$ cat src/rtl/imem_loader.sv
// Byte-stream instruction-memory loader: length-prefixed, XOR-checksummed image
// written one byte per cycle; the CPU is held in reset until a verified load completes.
module imem_loader #(
  parameter int INSTR_MEM_SIZE = 256,
  parameter int AW             = $clog2(INSTR_MEM_SIZE)
) (
  input  logic          clk,
  input  logic          rst,
  input  logic          start,
  input  logic [7:0]    in_data,
  input  logic          in_valid,
  output logic          in_ready,
  output logic          mem_we,
  output logic [AW-1:0] mem_waddr,
  output logic [7:0]    mem_wdata,
  output logic          cpu_hold,
  output logic          done,
  output logic          error,
  output logic [AW:0]   bytes_loaded
);

  typedef enum logic [2:0] {
    S_IDLE, S_LEN_HI, S_LEN_LO, S_DATA, S_CSUM, S_DONE, S_ERR
  } state_t;

  localparam logic [15:0] MEM_SIZE_L = 16'(INSTR_MEM_SIZE);

  state_t        state_q, state_d;
  logic          in_ready_q, in_ready_d;
  logic          mem_we_q, mem_we_d;
  logic [AW-1:0] mem_waddr_q, mem_waddr_d;
  logic [7:0]    mem_wdata_q, mem_wdata_d;
  logic          cpu_hold_q, cpu_hold_d;
  logic          done_q, done_d;
  logic          error_q, error_d;
  logic [AW:0]   cnt_q, cnt_d;
  logic [7:0]    len_hi_q, len_hi_d;
  logic [AW:0]   len_q, len_d;
  logic [7:0]    acc_q, acc_d;
  logic [15:0]   len_w;
  logic          xfer;

  always_comb begin
    state_d     = state_q;
    len_hi_d    = len_hi_q;
    len_d       = len_q;
    cnt_d       = cnt_q;
    acc_d       = acc_q;
    mem_we_d    = 1'b0;
    mem_waddr_d = mem_waddr_q;
    mem_wdata_d = mem_wdata_q;
    len_w       = {len_hi_q, in_data};
    xfer        = in_valid && in_ready_q;

    case (state_q)
      S_IDLE, S_DONE, S_ERR: begin
        if (start) begin
          state_d = S_LEN_HI;
          cnt_d   = '0;
          acc_d   = '0;
        end
      end
      S_LEN_HI: begin
        if (xfer) begin
          len_hi_d = in_data;
          state_d  = S_LEN_LO;
        end
      end
      S_LEN_LO: begin
        if (xfer) begin
          // Only whole 32-bit words that fit in memory are accepted.
          if (len_w == 16'd0 || len_w > MEM_SIZE_L || len_w[1:0] != 2'b00) begin
            state_d = S_ERR;
          end else begin
            len_d   = len_w[AW:0];
            state_d = S_DATA;
          end
        end
      end
      S_DATA: begin
        if (xfer) begin
          mem_we_d    = 1'b1;
          mem_waddr_d = cnt_q[AW-1:0];
          mem_wdata_d = in_data;
          cnt_d       = cnt_q + 1'b1;
          acc_d       = acc_q ^ in_data;
          if (cnt_d == len_q) state_d = S_CSUM;
        end
      end
      S_CSUM: begin
        if (xfer) state_d = (in_data == acc_q) ? S_DONE : S_ERR;
      end
      default: state_d = S_IDLE;
    endcase

    in_ready_d = (state_d == S_LEN_HI) || (state_d == S_LEN_LO) ||
                 (state_d == S_DATA)   || (state_d == S_CSUM);
    cpu_hold_d = (state_d != S_DONE);
    done_d     = (state_d == S_DONE);
    error_d    = (state_d == S_ERR);
  end

  always_ff @(posedge clk) begin
    if (rst) begin
      state_q     <= S_IDLE;
      in_ready_q  <= 1'b0;
      mem_we_q    <= 1'b0;
      mem_waddr_q <= '0;
      mem_wdata_q <= '0;
      cpu_hold_q  <= 1'b1;
      done_q      <= 1'b0;
      error_q     <= 1'b0;
      cnt_q       <= '0;
    end else begin
      state_q     <= state_d;
      in_ready_q  <= in_ready_d;
      mem_we_q    <= mem_we_d;
      mem_waddr_q <= mem_waddr_d;
      mem_wdata_q <= mem_wdata_d;
      cpu_hold_q  <= cpu_hold_d;
      done_q      <= done_d;
      error_q     <= error_d;
      cnt_q       <= cnt_d;
    end
  end

  // Length and checksum registers are always written before they are read.
  always_ff @(posedge clk) begin
    len_hi_q <= len_hi_d;
    len_q    <= len_d;
    acc_q    <= acc_d;
  end

  assign in_ready     = in_ready_q;
  assign mem_we       = mem_we_q;
  assign mem_waddr    = mem_waddr_q;
  assign mem_wdata    = mem_wdata_q;
  assign cpu_hold     = cpu_hold_q;
  assign done         = done_q;
  assign error        = error_q;
  assign bytes_loaded = cnt_q;

endmodule

$ cat config.mk
export PLATFORM = sky130hd
export DESIGN_NAME = imem_loader
export DESIGN_NICKNAME = d
export VERILOG_FILES = /design/src/rtl/imem_loader.sv
export SDC_FILE = /design/constraint.sdc
export NUM_CORES = 1
export LEC_CHECK = 0
export CORE_MARGIN = 3
export CORE_UTILIZATION = 50
export CTS_CLUSTER_DIAMETER = 80
export CTS_CLUSTER_SIZE = 14
export DETAILED_ROUTE_END_ITERATION = 8
export DONT_BUFFER_PORTS = 1
export PLACE_DENSITY = 0.7
export SLEW_MARGIN = 20
export SYNTH_ARGS = -nofsm -noshare
export SYNTH_HDL_FRONTEND = slang
export SYNTH_SLANG_ARGS = --single-unit
$ cat constraint.sdc
create_clock -name clk -period 4.83 [get_ports clk]
set_input_delay 0.966 -clock clk [delete_from_list [all_inputs] [get_ports clk]]
set_output_delay 0.966 -clock clk [all_outputs]
set_load 0.02 [all_outputs]
cell_density.png
Scale bar: 20 um. The die is cut into 8 by 8 equal tiles; dark blue is low, red is high, 0 to 100% covered.
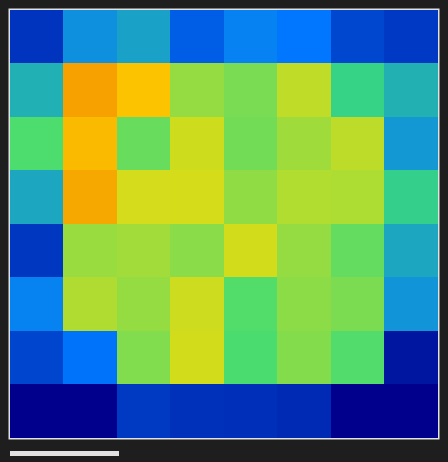
nearly empty tiles = 6.2%
tiles over 75% full = 6.2%
densest ninth of the die = middle
mean over tiles = 44%
Layout Utilization: 57.7%
fp_density: 53.9%
core box area: 4910 sq um

placement_by_type.png
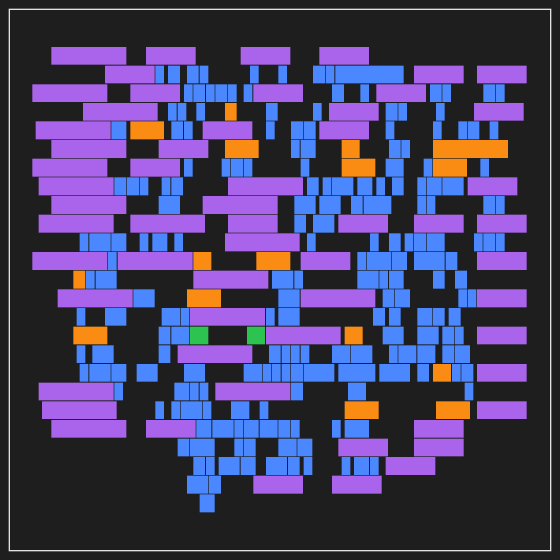
orange -> clock drivers and dummy loads  # cells 16, share of their area 7.1%
green -> other buffers and delay cells  # cells 2, share of their area 0.55%
purple -> flops  # cells 58, share of their area 51%
blue -> combinational and other logic  # cells 201, share of their area 41%
num rows: 25
final instance area: 2830 sq um
flop share of the area: 49.8%

==> ci_impl_report.md <==
### Metrics collected by this job

| Metric | Value |
|---|---|
| Sw frac | `about a quarter` |
| Cells in synth_stat.txt | `274` |
| WP buf/inv | `0` |
| CP Max Fanout | `9` |
| Final Setup Violations | `0` |
| Register area | `1410 sq um` |
| Yosys top cell by area | `edfxtp_1` |
| Syn avg cell area | `9.66 sq um` |
| Yosys top cell by instances | `nand2_1` |
| Critical Path End Type | `flop` |
| DPL Wire Length | `4050 um` |
| Kind of start point of the critical path | `flop` |
| Area Growth Syn to Fin | `6.95%` |
| Most frequent cells in the layout | `nand2_1, dfxtp_1, nor2_1, a21oi_1, edfxtp_1` |
| Synthesized Nets | `287` |
| Synth Instances | `~270` |
| Lkg Pwr | `roughly 0.90 nW` |
| Comb power frac | `5.1%` |
| Resized Gates After CTS | `0` |
| Crit path DRT | `5.06 ns` |
| Vias/cell | `5.72` |
| Final ANT Viol Nets | `0` |
| Dominant register cell | `dfxtp_1` |
| Ys Warns | `0` |
| Slew headroom | `45.8%` |
| Synth Seq Share | `53.3%` |
| Largest net degree at the start of global routing | `31` |
| Cell variety after synth | `roughly 48` |
| Dominant comb cell | `simple AND/OR/NAND/NOR gates` |
| Commonest Layout Cell | `nand2_1` |
| Outcome | `finished, final reports clean` |
| Vias in the first global route | `1873` |
| Worst slew pin tran | `~0.81 ns` |
| Post-Route Skew | `0.00837 ns` |
| Global-route wire length before repair | `9590 um` |
| Pwr dens | `~360 nW/um^2` |
| Cell area leaders | `edfxtp_1, dfxtp_1, nand2_1, xnor2_1, a21oi_1` |
| MI comb cells | `195` |
| Pwr top | `registers` |
| Int Pwr | `0.783 mW` |
| Crit path launch | `bytes_loaded[0]` |
| Post-synth mux share | `0.378%` |
| FFs w/ async S/R, synth | `0%` |
| FILL cells | `447` |
| Die area | `6200 sq um` |
| Max-area cell share | `28.4%` |
| P_seq | `0.538 mW` |
| Antenna violations before repair | `0` |
| Hold path depth | `0` |
| Crit path DAT | `3.04 ns` |
| Clock share of power | `42.2%` |
| Final Slew Violations | `0` |
| Setup TNS | `0 ns` |
| Hold Fails Final Rpt | `0` |
| Fin crit period | `2.81 ns` |
| Hold WC Path Type | `flop to flop` |
| # diodes | `0` |
| Mapped Area | `2650 sq um` |
| Clk_lat worst skew | `0.34 ns` |
| Final #Nets | `285` |
| Slowest cell on crit path | `dfxtp_1` |
| Worst VDD drop | `235 uV` |
| Post-synth EDFFs | `25` |
| Fmax | `0.356 GHz` |
| Critical hold path startpoint | `len_hi_q[0]` |
| Crit path cell chain | `ha_1 -> nand3_1 -> or3_2 -> a22oi_2 -> o2111ai_2 -> a211o_1 -> mux2i_1` |
| RSZ-0062 raised after global routing | `false` |
| Dpl cells | `328` |
| NonClk Buf Share | `less than 1%` |
| Worst-case clock buffer depth | `2` |
| Simple-gate share of the synthesized area | `21.0%` |
| CTS tree | `done` |
| Power Clock | `0.432 mW` |
| Largest class | `flip-flops and latches` |
| Yosys Chip Area | `2650 sq um` |
| RD Place Congestion | `0.833` |
| Post-synthesis compound-gate area fraction | `a little over an eighth` |
| Flops after synth | `roughly 58` |
| Non-filler cells, final | `approximately 340` |
| Final clock-cell share | `6.85%` |
| CTS H-tree depth | `3` |
| Placed Area | `2640 sq um` |
| CP Depth | `7` |
congestion.png
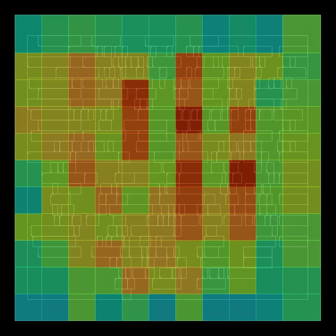
met1 Resource Use GR: 25.0%
average wire per standard cell: 17.3 um
met3 usage: 8.39%
GRT busiest layer: met2
GR Util All Layers: 20.4%

-- final timing paths --
check / endpoint / slack (ns)
max reg2reg: in_ready / 2.02
max: in_ready / 2.02
min: len_q[8] / 0.52
min reg2reg: len_q[8] / 0.52
-- stage by stage --
step	util (%)	hold slack [ns]	setup WS [ns]	power, mW
global route	57.7	0.519	1.88	1.06
CTS	57.7	0.502	2.03	1.03
detailed placement	53.7	0.482	2.04	0.601
floorplan	-	0.452	2.06	0.594
finish	57.7	0.518	2.02	1.02
global placement	53.7	0.471	2.09	0.600
-- metal layers --
metal,vias up,routed length [um],GRT usage [%]
li1,959,-,-
met2,69,2800,32.3
met1,929,2550,25.0
met5,-,0,0
met4,0,127,7.34
met3,11,463,8.39
No activity file was given, so power comes from the tool's default toggle rates.
